`src/rtl/stopwatch_display_if.sv`:
```
// Stopwatch count/mode inputs and multiplexed seven-segment drive for stopwatch_display.
interface stopwatch_display_if;
  logic [5:0] seconds;
  logic [5:0] minutes;
  logic       adjust;
  logic       select;
  logic [3:0] an;
  logic [6:0] seg;
  logic       dp;

  modport master (output seconds, minutes, adjust, select, input an, seg, dp);
  modport slave  (input seconds, minutes, adjust, select, output an, seg, dp);
endinterface

```
`src/rtl/stopwatch_display.sv`:
```
// MM.SS multiplexed 4-digit common-anode display driver with adjust-mode blinking.
// Optional leading-zero blanking of the minutes tens digit: define STOPWATCH_DISPLAY_LZB_EN.
module stopwatch_display #(
  parameter int unsigned CLK_HZ     = 100000000,
  parameter int unsigned REFRESH_HZ = 500,
  parameter int unsigned BLINK_HZ   = 2
) (
  input  logic                 clk,
  input  logic                 rst_n,
  stopwatch_display_if.slave   bus
);

  localparam int unsigned DIGIT_DIV  = CLK_HZ / (REFRESH_HZ * 4);
  localparam int unsigned BLINK_HALF = CLK_HZ / (BLINK_HZ * 2);
  localparam int unsigned DIV_W      = (DIGIT_DIV > 1) ? $clog2(DIGIT_DIV) : 1;
  localparam int unsigned BLK_W      = (BLINK_HALF > 1) ? $clog2(BLINK_HALF) : 1;
  localparam int unsigned VAL_W      = 6;
  localparam int unsigned CAP_W      = 2 * VAL_W;

  typedef enum logic {PH_VISIBLE = 1'b0, PH_HIDDEN = 1'b1} phase_t;

  logic [CAP_W-1:0] s1, s2, cap;
  logic [DIV_W-1:0] digit_cnt;
  logic [1:0]       digit_idx;
  logic [BLK_W-1:0] blink_cnt_q, blink_cnt_d;
  phase_t           phase_q, phase_d;
  logic             adjust_q;
  logic             rise_c;
  logic [VAL_W-1:0] cap_min, cap_sec;
  logic [3:0]       digit_c;
  logic             blank_c;
  logic             lzb_c;
  logic [3:0]       an_c;
  logic [6:0]       seg_c;
  logic             dp_c;

  function automatic logic [6:0] seg_lut(input logic [3:0] d);
    case (d)
      4'd0:    seg_lut = 7'b1000000;
      4'd1:    seg_lut = 7'b1111001;
      4'd2:    seg_lut = 7'b0100100;
      4'd3:    seg_lut = 7'b0110000;
      4'd4:    seg_lut = 7'b0011001;
      4'd5:    seg_lut = 7'b0010010;
      4'd6:    seg_lut = 7'b0000010;
      4'd7:    seg_lut = 7'b1111000;
      4'd8:    seg_lut = 7'b0000000;
      4'd9:    seg_lut = 7'b0010000;
      default: seg_lut = 7'b1111111;
    endcase
  endfunction

  // Two identical consecutive samples are required before the count is accepted
  always_ff @(posedge clk or negedge rst_n) begin
    if (!rst_n) begin
      s1  <= '0;
      s2  <= '0;
      cap <= '0;
    end else begin
      s1 <= {bus.minutes, bus.seconds};
      s2 <= s1;
      if (s1 == s2) cap <= s1;
    end
  end

  // Digit scan timebase
  always_ff @(posedge clk or negedge rst_n) begin
    if (!rst_n) begin
      digit_cnt <= '0;
      digit_idx <= '0;
    end else if (digit_cnt == DIV_W'(DIGIT_DIV - 1)) begin
      digit_cnt <= '0;
      digit_idx <= digit_idx + 2'd1;
    end else begin
      digit_cnt <= digit_cnt + DIV_W'(1);
    end
  end

  // Blink phase state register
  always_ff @(posedge clk or negedge rst_n) begin
    if (!rst_n) begin
      phase_q     <= PH_VISIBLE;
      blink_cnt_q <= '0;
      adjust_q    <= 1'b0;
    end else begin
      phase_q     <= phase_d;
      blink_cnt_q <= blink_cnt_d;
      adjust_q    <= bus.adjust;
    end
  end

  // Entering adjust mode restarts the blink in the lit phase
  always_comb begin
    phase_d     = phase_q;
    blink_cnt_d = blink_cnt_q + BLK_W'(1);
    rise_c      = bus.adjust & ~adjust_q;
    if (rise_c) begin
      blink_cnt_d = '0;
      phase_d     = PH_VISIBLE;
    end else if (blink_cnt_q == BLK_W'(BLINK_HALF - 1)) begin
      blink_cnt_d = '0;
      phase_d     = (phase_q == PH_VISIBLE) ? PH_HIDDEN : PH_VISIBLE;
    end
  end

  // Digit selection, blanking and segment decode for the active index
  always_comb begin
    cap_min = cap[CAP_W-1:VAL_W];
    cap_sec = cap[VAL_W-1:0];
    digit_c = 4'd0;
    case (digit_idx)
      2'd0: digit_c = 4'(cap_sec % 6'd10);
      2'd1: digit_c = 4'(cap_sec / 6'd10);
      2'd2: digit_c = 4'(cap_min % 6'd10);
      2'd3: digit_c = 4'(cap_min / 6'd10);
      default: digit_c = 4'd0;
    endcase
    blank_c = bus.adjust & (phase_q == PH_HIDDEN) & ~rise_c & (digit_idx[1] == bus.select);
`ifdef STOPWATCH_DISPLAY_LZB_EN
    lzb_c = (digit_idx == 2'd3) && (cap_min < 6'd10);
`else
    lzb_c = 1'b0;
`endif
    an_c  = ~(4'b0001 << digit_idx);
    seg_c = (blank_c | lzb_c) ? 7'b1111111 : seg_lut(digit_c);
    dp_c  = ~((digit_idx == 2'd2) & ~blank_c);
  end

  always_ff @(posedge clk or negedge rst_n) begin
    if (!rst_n) begin
      bus.an  <= 4'b1111;
      bus.seg <= 7'b1111111;
      bus.dp  <= 1'b1;
    end else begin
      bus.an  <= an_c;
      bus.seg <= seg_c;
      bus.dp  <= dp_c;
    end
  end

endmodule

```
`src/flat_wrapper.sv`:
```
// flat-port wrapper written by rule: the top's interface ports become plain ports
module stopwatch_display_flat 
#(
  parameter int unsigned CLK_HZ     = 100000000,
  parameter int unsigned REFRESH_HZ = 500,
  parameter int unsigned BLINK_HZ   = 2
)
  (clk, rst_n, bus_seconds, bus_minutes, bus_adjust, bus_select, bus_an, bus_seg, bus_dp);
  stopwatch_display_if bus_i ();
  input  logic clk;
  input  logic rst_n;
  input wire logic [$bits(bus_i.seconds)-1:0] bus_seconds;
  input wire logic [$bits(bus_i.minutes)-1:0] bus_minutes;
  input wire logic [$bits(bus_i.adjust)-1:0] bus_adjust;
  input wire logic [$bits(bus_i.select)-1:0] bus_select;
  output wire logic [$bits(bus_i.an)-1:0] bus_an;
  output wire logic [$bits(bus_i.seg)-1:0] bus_seg;
  output wire logic [$bits(bus_i.dp)-1:0] bus_dp;
  assign bus_i.seconds = bus_seconds;
  assign bus_i.minutes = bus_minutes;
  assign bus_i.adjust = bus_adjust;
  assign bus_i.select = bus_select;
  assign bus_an = bus_i.an;
  assign bus_seg = bus_i.seg;
  assign bus_dp = bus_i.dp;
  stopwatch_display #(.CLK_HZ(CLK_HZ), .REFRESH_HZ(REFRESH_HZ), .BLINK_HZ(BLINK_HZ)) u_core (.clk(clk), .rst_n(rst_n), .bus(bus_i));
endmodule
```
`config.mk`:
```
export PLATFORM = sky130hd
export DESIGN_NAME = stopwatch_display_flat
export DESIGN_NICKNAME = d
export VERILOG_FILES = /design/src/rtl/stopwatch_display_if.sv /design/src/rtl/stopwatch_display.sv /design/src/flat_wrapper.sv
export SDC_FILE = /design/constraint.sdc
export NUM_CORES = 1
export LEC_CHECK = 0
export CELL_PAD_IN_SITES_DETAIL_PLACEMENT = 1
export CELL_PAD_IN_SITES_GLOBAL_PLACEMENT = 2
export CORE_MARGIN = 2
export CORE_UTILIZATION = 25
export CTS_BUF_LIST = sky130_fd_sc_hd__clkbuf_16
export DETAILED_ROUTE_END_ITERATION = 10
export GPL_ROUTABILITY_DRIVEN = 0
export PLACE_DENSITY = 0.6
export SLEW_MARGIN = 20
export SYNTH_ARGS = -nofsm -noshare
export SYNTH_HDL_FRONTEND = slang
export SYNTH_SLANG_ARGS = --single-unit
```
`constraint.sdc`:
```
create_clock -name clk -period 4.7 [get_ports clk]
set_input_delay 1.175 -clock clk [delete_from_list [all_inputs] [get_ports clk]]
set_output_delay 1.175 -clock clk [all_outputs]
set_load 0.02 [all_outputs]
```
Fig. 1: cell area per tile
The bar under the picture is 50 µm long. 14 x 14 tiles, from dark blue (low) to red (high), 0 to 100% covered.
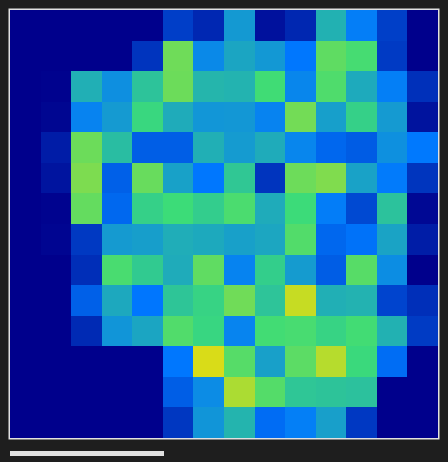
The fullest tile reaches 70%. 25% of the tiles are nearly empty. The mean over all tiles is 26%. The emptiest ninth of the die: bottom left.

Fig. 2: drive-strength map
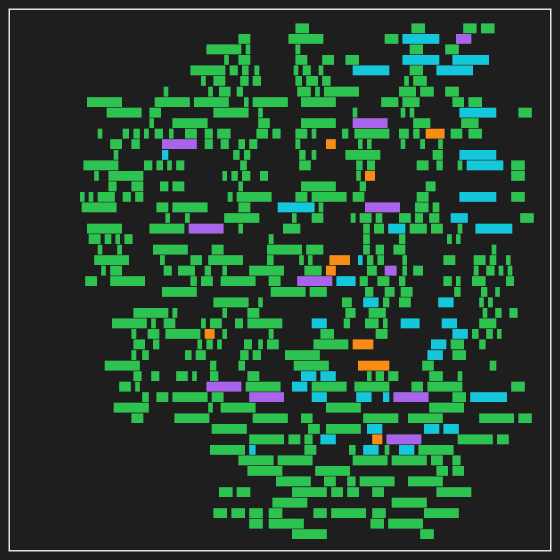
Key: _6 and larger = purple [cells 11]; _2 cells = cyan [cells 38]; _3 and _4 cells = orange [cells 9]; _0 and _1 cells = green [cells 395]

Fig. 3: track usage over the die
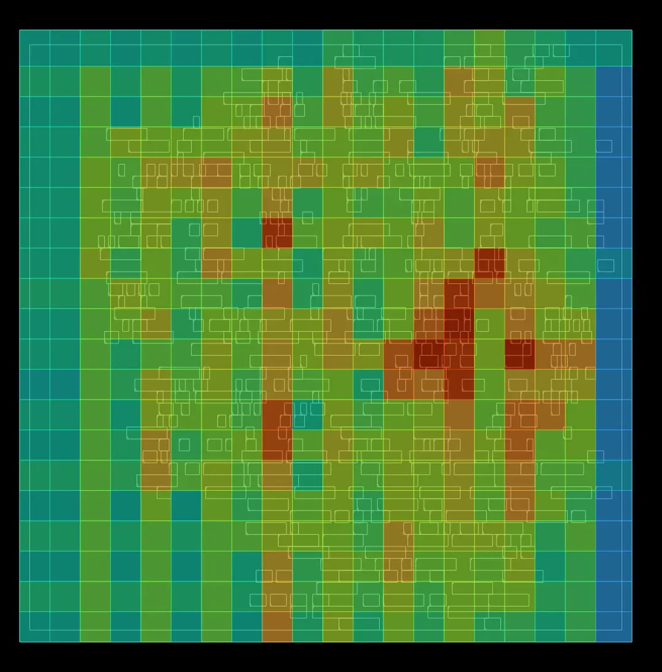
Routed WL per cell: 14.6 µm
met2 usage: 18.1%
final core occ: 29.9%

==> impl_metrics.py <==
# Synthesis and PnR figures
metrics = {
    "outcome": {
        "outcome": "finished clean",
    },
    "place": {
        "io_buffers": 27,
        "dpl_worst_slack_ps": 1070,
        "dp.cells": 666,
        "dp_hpwl_um": 7110,
    },
    "worst_setup_path": {
        "cp_top_family": "AND-OR/OR-AND gates",
        "startpoint_type": "register",
        "crit_end": "u_core.bus.seg[3]",
        "crit_type": "reg -> reg",
        "critPathMaxFanout": 9,
        "cpMaxStageDelayCell": "ha_1",
        "end_kind": "register",
    },
    "power_and_ir_drop": {
        "p_sw_mw": 0.379,
        "clk-power_mw": 0.649,
        "ir_drop_v": 0.000140,
        "p_seq_mw": 0.855,
        "internal_power_mw": 1.23,
        "power-top-group": "registers",
    },
    "drt": {
        "wl_met2_um": 4950,
        "wl_met1_um": 4560,
        "vias_per_cell": 4.54,
        "wirelength_um": 9930,
    },
    "final_layout": {
        "design.seq.count": 93,
        "final_common_cell": "dfrtp_1",
        "antenna_cells": 0,
        "logic_area_um2": 2100,
        "finalNetCount": 478,
        "stdcell_area_um2": 5370,
        "clock_area_share_pct": 4.83,
    },
    "timing": {
        "fin_skew_ps": 7.79,
        "rsz0062_at_grt": "no",
        "max_freq_mhz": 273,
        "tightest_slew_ps": 788,
        "setup_viol": 0,
        "report.final.slew_viol_count": 0,
    },
    "yosys": {
        "syn_inst": 418,
        "numSynthFlops": 93,
        "top_cells_by_area": "dfrtp_1 (44%), xor2_1 (7.5%), dfstp_2 (6.9%)",
        "synthesis.nets": 448,
        "ff_type": "dfrtp_1",
        "top_cells_by_count": "dfrtp_1 (81), nor2_1 (42), xor2_1 (39)",
        "synth-async-reset-ratio_pct": 100,
        "synth_seq_share_pct": 51.1,
        "yosys_warnings": 0,
        "ys_cells": 418,
        "yosysMostFrequentCell": "dfrtp_1",
        "syn_area_per_cell_um2": 11.0,
    },
    "cts": {
        "cts_tree": "yes",
        "cts_buffers": 9,
        "clock.latency.late_pin_ps": 350,
    },
    "min_path": {
        "worstHoldPathType": "reg -> reg",
        "hp-start": "u_core.s1[9]",
    },
    "global_route": {
        "grt_overflow": 0,
        "grt_use_met1_pct": 13.7,
        "grt_antenna_before_repair": 0,
        "grt_busiest_layer": "met2",
        "grt.total_usage_pct": 10.9,
        "use_met3_pct": 2.37,
        "grt_pass1_wl_um": 16900,
    },
    "die": {
        "die_h_um": 139,
    },
}
-- sequential cells by signal (all words and copies together) (netlist names) --
name and count:
u_core.bus.dp 1, u_core.digit_idx 2, u_core.s1 12, u_core.bus.seg 7
u_core.s2 12, u_core.phase_q 1, u_core.bus.an 4, u_core.blink_cnt_q 25
u_core.adjust_q 1, u_core.digit_cnt 16, u_core.cap 12
-- cells by family (layout without fill, tap and decap cells) --
logic type | after synthesis | count (layout) | synth area share [%]
compound gates | 54 | 54 | 8.28
xor+xnor | 55 | 55 | 10.5
fa+ha+maj | 14 | 14 | 3.82
buf+inv | 30 | 65 | 2.92
flops | 93 | 93 | 51.1
mux | 31 | 31 | 7.92
simple gates | 141 | 141 | 15.4
Power is estimated from default activity; no workload was simulated.
